## src/rtl/fwd_pipeline_cpu.sv

```systemverilog
// fwd_pipeline_cpu: 5-stage MIPS-subset pipeline; fetch-to-retire 4 cycles unstalled; RAW hazards hold PC and IF/ID and bubble ID/EX.
// Define CPU_FWD_EN for EX forwarding (only load-use stalls, 1 cycle); otherwise ID waits until producers reach WB.
module fwd_pipeline_cpu #(
  parameter int              DATA_W   = 32,
  parameter int              PC_W     = 32,
  parameter logic [PC_W-1:0] PC_RESET = '0
) (
  input  logic              clk,
  input  logic              rst,
  output logic [PC_W-1:0]   imem_addr,
  input  logic [31:0]       imem_rdata,
  output logic [DATA_W-1:0] dmem_addr,
  output logic [DATA_W-1:0] dmem_wdata,
  output logic              dmem_we,
  output logic              dmem_re,
  input  logic [DATA_W-1:0] dmem_rdata,
  output logic              retire_valid,
  output logic [4:0]        retire_dst,
  output logic [DATA_W-1:0] retire_data,
  output logic [31:0]       stall_count
);

  typedef enum logic [2:0] {ALU_ADD, ALU_SUB, ALU_AND, ALU_OR, ALU_SLT, ALU_SLL, ALU_SRL} alu_op_t;

  typedef struct packed {
    logic       reg_write;
    logic       mem_read;
    logic       mem_write;
    logic       use_imm;
    alu_op_t    alu_op;
    logic [4:0] dst;
  } ctrl_t;

  typedef struct packed {
    logic              reg_write;
    logic              mem_read;
    logic              mem_write;
    logic [4:0]        dst;
    logic [DATA_W-1:0] alu_res;
    logic [DATA_W-1:0] store_data;
  } mem_stage_t;

  typedef struct packed {
    logic              reg_write;
    logic [4:0]        dst;
    logic [DATA_W-1:0] data;
  } wb_stage_t;

  logic [PC_W-1:0]   pc;
  logic [31:0]       ifid_instr;
  ctrl_t             idex_ctrl;
  logic [DATA_W-1:0] idex_a, idex_b, idex_imm;
  logic [4:0]        idex_shamt;
`ifdef CPU_FWD_EN
  logic [4:0]        idex_rs, idex_rt;
`endif
  mem_stage_t        exmem;
  wb_stage_t         memwb;
  logic [DATA_W-1:0] rf [32];

  logic [5:0]        op, funct;
  logic [4:0]        rs, rt, rd, shamt;
  logic [DATA_W-1:0] imm_ext, rs_val, rt_val;
  ctrl_t             dec;
  logic              stall;
  logic [DATA_W-1:0] fwd_a, fwd_b, alu_b, alu_res, wb_data;

  assign op      = ifid_instr[31:26];
  assign rs      = ifid_instr[25:21];
  assign rt      = ifid_instr[20:16];
  assign rd      = ifid_instr[15:11];
  assign shamt   = ifid_instr[10:6];
  assign funct   = ifid_instr[5:0];
  assign imm_ext = DATA_W'($signed(ifid_instr[15:0]));

  always_comb begin
    dec = '0;
    case (op)
      6'h00: begin
        dec.reg_write = 1'b1;
        dec.dst       = rd;
        case (funct)
          6'h20:   dec.alu_op = ALU_ADD;
          6'h22:   dec.alu_op = ALU_SUB;
          6'h24:   dec.alu_op = ALU_AND;
          6'h25:   dec.alu_op = ALU_OR;
          6'h2A:   dec.alu_op = ALU_SLT;
          6'h00:   dec.alu_op = ALU_SLL;
          6'h02:   dec.alu_op = ALU_SRL;
          default: dec = '0;
        endcase
      end
      6'h08: begin dec.reg_write = 1'b1; dec.use_imm = 1'b1; dec.dst = rt; end
      6'h23: begin dec.reg_write = 1'b1; dec.mem_read = 1'b1; dec.use_imm = 1'b1; dec.dst = rt; end
      6'h2B: begin dec.mem_write = 1'b1; dec.use_imm = 1'b1; end
      default: dec = '0;
    endcase
    // $0 destinations never write, so they can never forward or stall
    if (dec.dst == 5'd0) dec.reg_write = 1'b0;
  end

  // rf[0] is never written, so $0 always reads as zero
  always_comb begin
    rs_val = rf[rs];
    rt_val = rf[rt];
    if (memwb.reg_write && memwb.dst == rs) rs_val = memwb.data;
    if (memwb.reg_write && memwb.dst == rt) rt_val = memwb.data;
  end

`ifdef CPU_FWD_EN
  assign stall = idex_ctrl.mem_read && idex_ctrl.reg_write &&
                 (idex_ctrl.dst == rs || idex_ctrl.dst == rt);

  always_comb begin
    fwd_a = idex_a;
    fwd_b = idex_b;
    if (exmem.reg_write && exmem.dst == idex_rs)      fwd_a = exmem.alu_res;
    else if (memwb.reg_write && memwb.dst == idex_rs) fwd_a = memwb.data;
    if (exmem.reg_write && exmem.dst == idex_rt)      fwd_b = exmem.alu_res;
    else if (memwb.reg_write && memwb.dst == idex_rt) fwd_b = memwb.data;
  end
`else
  assign stall = (idex_ctrl.reg_write && (idex_ctrl.dst == rs || idex_ctrl.dst == rt)) ||
                 (exmem.reg_write && (exmem.dst == rs || exmem.dst == rt));
  assign fwd_a = idex_a;
  assign fwd_b = idex_b;
`endif

  always_comb begin
    alu_b = idex_ctrl.use_imm ? idex_imm : fwd_b;
    case (idex_ctrl.alu_op)
      ALU_SUB: alu_res = fwd_a - alu_b;
      ALU_AND: alu_res = fwd_a & alu_b;
      ALU_OR:  alu_res = fwd_a | alu_b;
      ALU_SLT: alu_res = {{(DATA_W-1){1'b0}}, ($signed(fwd_a) < $signed(alu_b))};
      ALU_SLL: alu_res = alu_b << idex_shamt;
      ALU_SRL: alu_res = alu_b >> idex_shamt;
      default: alu_res = fwd_a + alu_b;
    endcase
  end

  assign wb_data = exmem.mem_read ? dmem_rdata : exmem.alu_res;

  always_ff @(posedge clk) begin
    if (rst) begin
      pc          <= PC_RESET;
      ifid_instr  <= '0;
      idex_ctrl   <= '0;
      idex_a      <= '0;
      idex_b      <= '0;
      idex_imm    <= '0;
      idex_shamt  <= '0;
`ifdef CPU_FWD_EN
      idex_rs     <= '0;
      idex_rt     <= '0;
`endif
      exmem       <= '0;
      memwb       <= '0;
      stall_count <= '0;
    end else begin
      if (!stall) begin
        pc         <= pc + PC_W'(4);
        ifid_instr <= imem_rdata;
      end
      idex_ctrl  <= stall ? ctrl_t'('0) : dec;
      idex_a     <= rs_val;
      idex_b     <= rt_val;
      idex_imm   <= imm_ext;
      idex_shamt <= shamt;
`ifdef CPU_FWD_EN
      idex_rs    <= rs;
      idex_rt    <= rt;
`endif
      exmem.reg_write  <= idex_ctrl.reg_write;
      exmem.mem_read   <= idex_ctrl.mem_read;
      exmem.mem_write  <= idex_ctrl.mem_write;
      exmem.dst        <= idex_ctrl.dst;
      exmem.alu_res    <= alu_res;
      exmem.store_data <= fwd_b;
      memwb.reg_write  <= exmem.reg_write;
      memwb.dst        <= exmem.dst;
      memwb.data       <= wb_data;
      if (stall && stall_count != 32'hFFFF_FFFF) stall_count <= stall_count + 32'd1;
    end
  end

  always_ff @(posedge clk) begin
    if (rst) begin
      for (int i = 0; i < 32; i++) rf[i] <= '0;
    end else if (memwb.reg_write) begin
      rf[memwb.dst] <= memwb.data;
    end
  end

  assign imem_addr    = pc;
  assign dmem_addr    = exmem.alu_res;
  assign dmem_wdata   = exmem.store_data;
  assign dmem_we      = exmem.mem_write;
  assign dmem_re      = exmem.mem_read;
  assign retire_valid = memwb.reg_write;
  assign retire_dst   = memwb.dst;
  assign retire_data  = memwb.data;

endmodule

```

## config.mk

```make
export PLATFORM = sky130hd
export DESIGN_NAME = fwd_pipeline_cpu
export DESIGN_NICKNAME = d
export VERILOG_FILES = /design/src/rtl/fwd_pipeline_cpu.sv
export SDC_FILE = /design/constraint.sdc
export NUM_CORES = 2
export LEC_CHECK = 0
export CAP_MARGIN = 40
export CORE_UTILIZATION = 45
export DETAILED_ROUTE_END_ITERATION = 10
export PLACE_DENSITY_LB_ADDON = 0.1
export SYNTH_ARGS = -nofsm -noshare
export SYNTH_HDL_FRONTEND = slang
export SYNTH_SLANG_ARGS = --single-unit
```

## constraint.sdc

```tcl
create_clock -name clk -period 3.2 [get_ports clk]
set_input_delay 0.48 -clock clk [delete_from_list [all_inputs] [get_ports clk]]
set_output_delay 0.48 -clock clk [all_outputs]
set_load 0.02 [all_outputs]
```

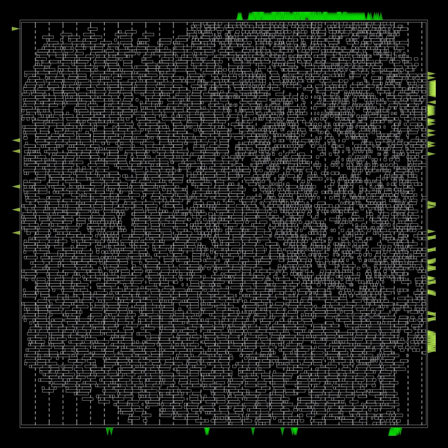
**Above:** cell outlines without signal wires.
post-route insts no fill: 8,508
row count: 148

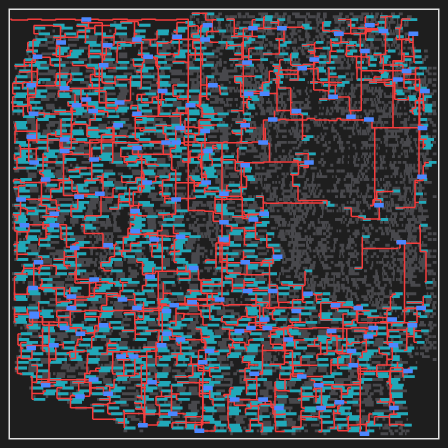
**Above:** clock network drawn from the DEF.
- red: clock wires (length 18,200 um)
- cyan: flip-flops (count 1,320)
- blue: clock drivers (count 151)
- routed clock nets: 152
- flops lie: all over the die

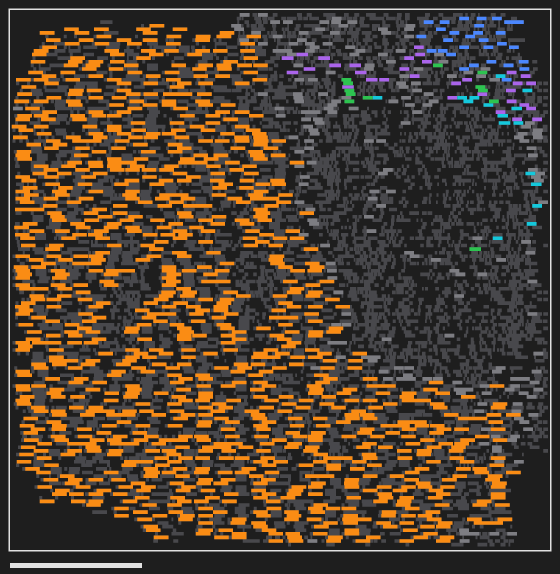
**Above:** where the registers sit.
Scale bar: 100 um. Other sequential cells in the stronger grey, the rest of the logic in the fainter grey.
- blue: `imem_addr` (flops 30; where top right)
- green: `idex_ctrl` (flops 12; where top right)
- cyan: `idex_imm` (flops 16; where top right)
- purple: `ifid_instr` (flops 32)
- orange: `rf` (flops 1,024; where all over the die)
- not coloured: 206

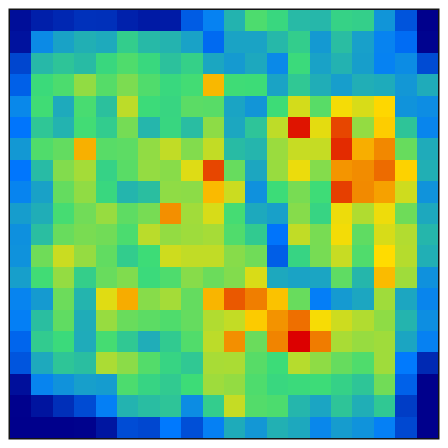
**Above:** routed metal per tile.
20 x 20 tiles, from dark blue (low) to red (high), scaled to the fullest tile. Values are wire area over tile area, all layers added.
- tiles over half the peak: 48%
- nearly empty tiles: 2.5%
- mean over tiles: 0.27

==> layer usage <==
metal	up-vias	global-route usage [%]	share of wire, %
met3	561	6.839	8.4
met4	0	12.33	4.3
li1	22200	-	-
met5	-	0	0
met1	26760	42.19	39
met2	2369	53.77	48
==> through the flow <==
step | area [sq um] | std cells
6_report | 88220 | 8508
3_5_place_dp | 82470 | 8210
2_1_floorplan | 74150 | 5776
3_3_place_gp | 82420 | 8207
5_1_grt | 88210 | 8506
4_1_cts | 87680 | 8495
==> synthesized netlist by cell type (all sizes together) (59+ instances only) <==
cell type,n,share of area (%)
and2,1038,8.8
edfxtp,1024,42
mux4,652,20
nor2,478,2.4
clkbuf,378,1.9
dfxtp,296,8.0
a21oi,236,1.6
buf,212,1.6
mux2i,199,2.7
nand2,184,0.93
inv,136,0.69
ha,109,1.8
o21ai,85,0.59
xnor2,73,0.86
nor2b,70,0.59
nand3,59,0.41
==> cell usage in the layout, fill, tap and decap left out, types with 33 or more instances in the layout <==
cell type	count
and2_1	1037
edfxtp_1	1024
mux4_2	652
buf_4	543
nor2_1	443
dfxtp_1	280
clkdlybuf4s50_1	230
a21oi_1	211
mux2i_1	193
nand2_1	184
clkbuf_16	155
inv_1	126
ha_1	97
buf_12	82
o21ai_0	76
xnor2_1	72
nor2b_1	67
nand3_1	56
xor2_1	49
clkbuf_1	43
or2_2	33
==> where the power goes <==
| part | internal [mW] | leakage, nW | switching (mW) |
|---|---|---|---|
| clock network | 10.1 | 2.39 | 7.44 |
| logic | 3.91 | 17.0 | 5.00 |
| registers | 19.1 | 13.0 | 0.621 |
| total | 33.1 | 32.4 | 13.1 |
==> what timing repair did <==
action,in CTS,in global routing
setup buffers,8,11
pin swaps,17,43
hold buffers,1,0
endpoints found under the hold margin,15,0
setup endpoints to repair,26,29
gates resized,50,86
==> qor.yml <==
layout:
  nClkBuffers: 203
  largest_register: "rf"
  seq_share_pct: 41.63
  nonClockInverterCount: 137
  comb_share_pct: 39.85
  buffers_excl_clock: 868
  fillCellCount: 13590
  largest_cell_class: "registers"
  area_delta_synth_final_pct: 19.16
  combGateArea_sq_mm: 0.03516
  clk_share_pct: 5.573
  seq_cell_count: 1320
  fin_util_pct: 54.14
  buf_share_pct: 9.266
  nets: 6384
  seqCellArea_sq_mm: 0.03673
  largest_reg_flops: 1024
  drive_gt1_share_pct: 27.20
synthesis:
  ys_chip_area_sq_mm: 0.07403
  fa_ha_area_share_pct: 1.896
  ys_seq_share_pct: 49.54
  edf_count: 1024
  flop_cell: "edfxtp_1"
  synth_area_sq_mm: 0.07403
  ys_sh_mux_pct: 22.84
  synth_cell_type_count: 83
  syn_inst: 5775
  avgSynthCellArea_sq_um: 12.82
  netlist_logic_family_top: "multiplexers"
  aoi_share_pct: 5.327
  xor_share_pct: 1.455
  yosys.area_share.simple_pct: 14.70
  ys_ff: 1320
  async_flop_share_pct: 0
die:
  dieArea_sq_mm: 0.1661
  initCoreUtil_pct: 45.43
  core_sq_mm: 0.1630
  io_pins: 234
  die_x_um: 407.6
  fp.dieH_um: 407.6
  taps: 2175
setup_path:
  slowest_delay_ns: 0.48
  worst_setup_path_endpoint: "dmem_addr[31]"
  cp-end-kind: "register"
  cp_cell_sequence: "buf_8 -> buf_8 -> mux2i_1 -> buf_4 -> ha_4 -> buf_6 -> inv_4 -> a21oi_4 -> o311ai_4 -> a221oi_4 -> buf_6 -> o21ai_4 -> a21oi_4 -> nor2b_2 -> or4_1 -> a32oi_1"
  path_delay_family: "AND-OR/OR-AND gates"
  cp-startpoint: "idex_ctrl[8]"
  r2r-start: "idex_ctrl[8]"
  worstSetupPathDepth: 16
  timing.reg2reg.worst_path_depth: 16
  cp-start-kind: "register"
  cp_slowest_cell: "or4_1"
  worstSetupPathType: "reg2reg"
  r2r_end: "dmem_addr[31]"
  cp_max_fo: 8
  crit_buf_inv: 6
timing:
  layout_min_cycle_time_ns: 3.296
  fin_tns_setup_ns: -0.4480
  rsz0062_at_grt: "yes"
  tightest_slew_ns: 0.9736
  fmax_mhz: 303.4
  setup_viol: 7
  hold_viol: 0
  clock_skew_ns: 0.02969
  slew_headroom_pct: 34.59
  finalWorstSetupSlack_ns: -0.09644
grt:
  grt_pass1_wl_um: 387000
  gr-total-overflow: 0
  grt_max_degree: 131
  gr-usage-all-layers_pct: 32.58
  grt_pass1_vias: 52090
route:
  dr.first_iter.drc_count: 5967
  first_pass_iters: 6
  drc: 0
  vias: 51880
  ant_nets: 0
  wl_per_cell_um: 32.12
cts:
  root_buffer: "clkbuf_16"
  clk_latency_ns: 0.79
  cts_tree: "done"
  cts_sinks: 1320
  cts-htree-levels: 4
  clkSlewWorstSetupHoldPaths_ns: 0.06
  clockBufferDepth: 3
power:
  p_total_mw: 46.14
  power.leakage_nw: 32.37
  ir_worst_vdd_mv: 0.5636
  powerDensity_mw_per_mm2: 523.0
hold_path:
  worstHoldPathType: "in2reg"
  holdPathEnd: "ifid_instr[18]"
  worstHoldStart: "imem_rdata[18]"
  hold_depth: 3
outcome:
  outcome: "complete, but fails checks"
  violations: "negative setup slack"
job:
  warnings: 110
placed_design:
  place.gp.congestion: 1.014
  dp_hpwl_um: 186500
  dp_slack_ns: -0.3647
Power is estimated from default activity; no workload was simulated.
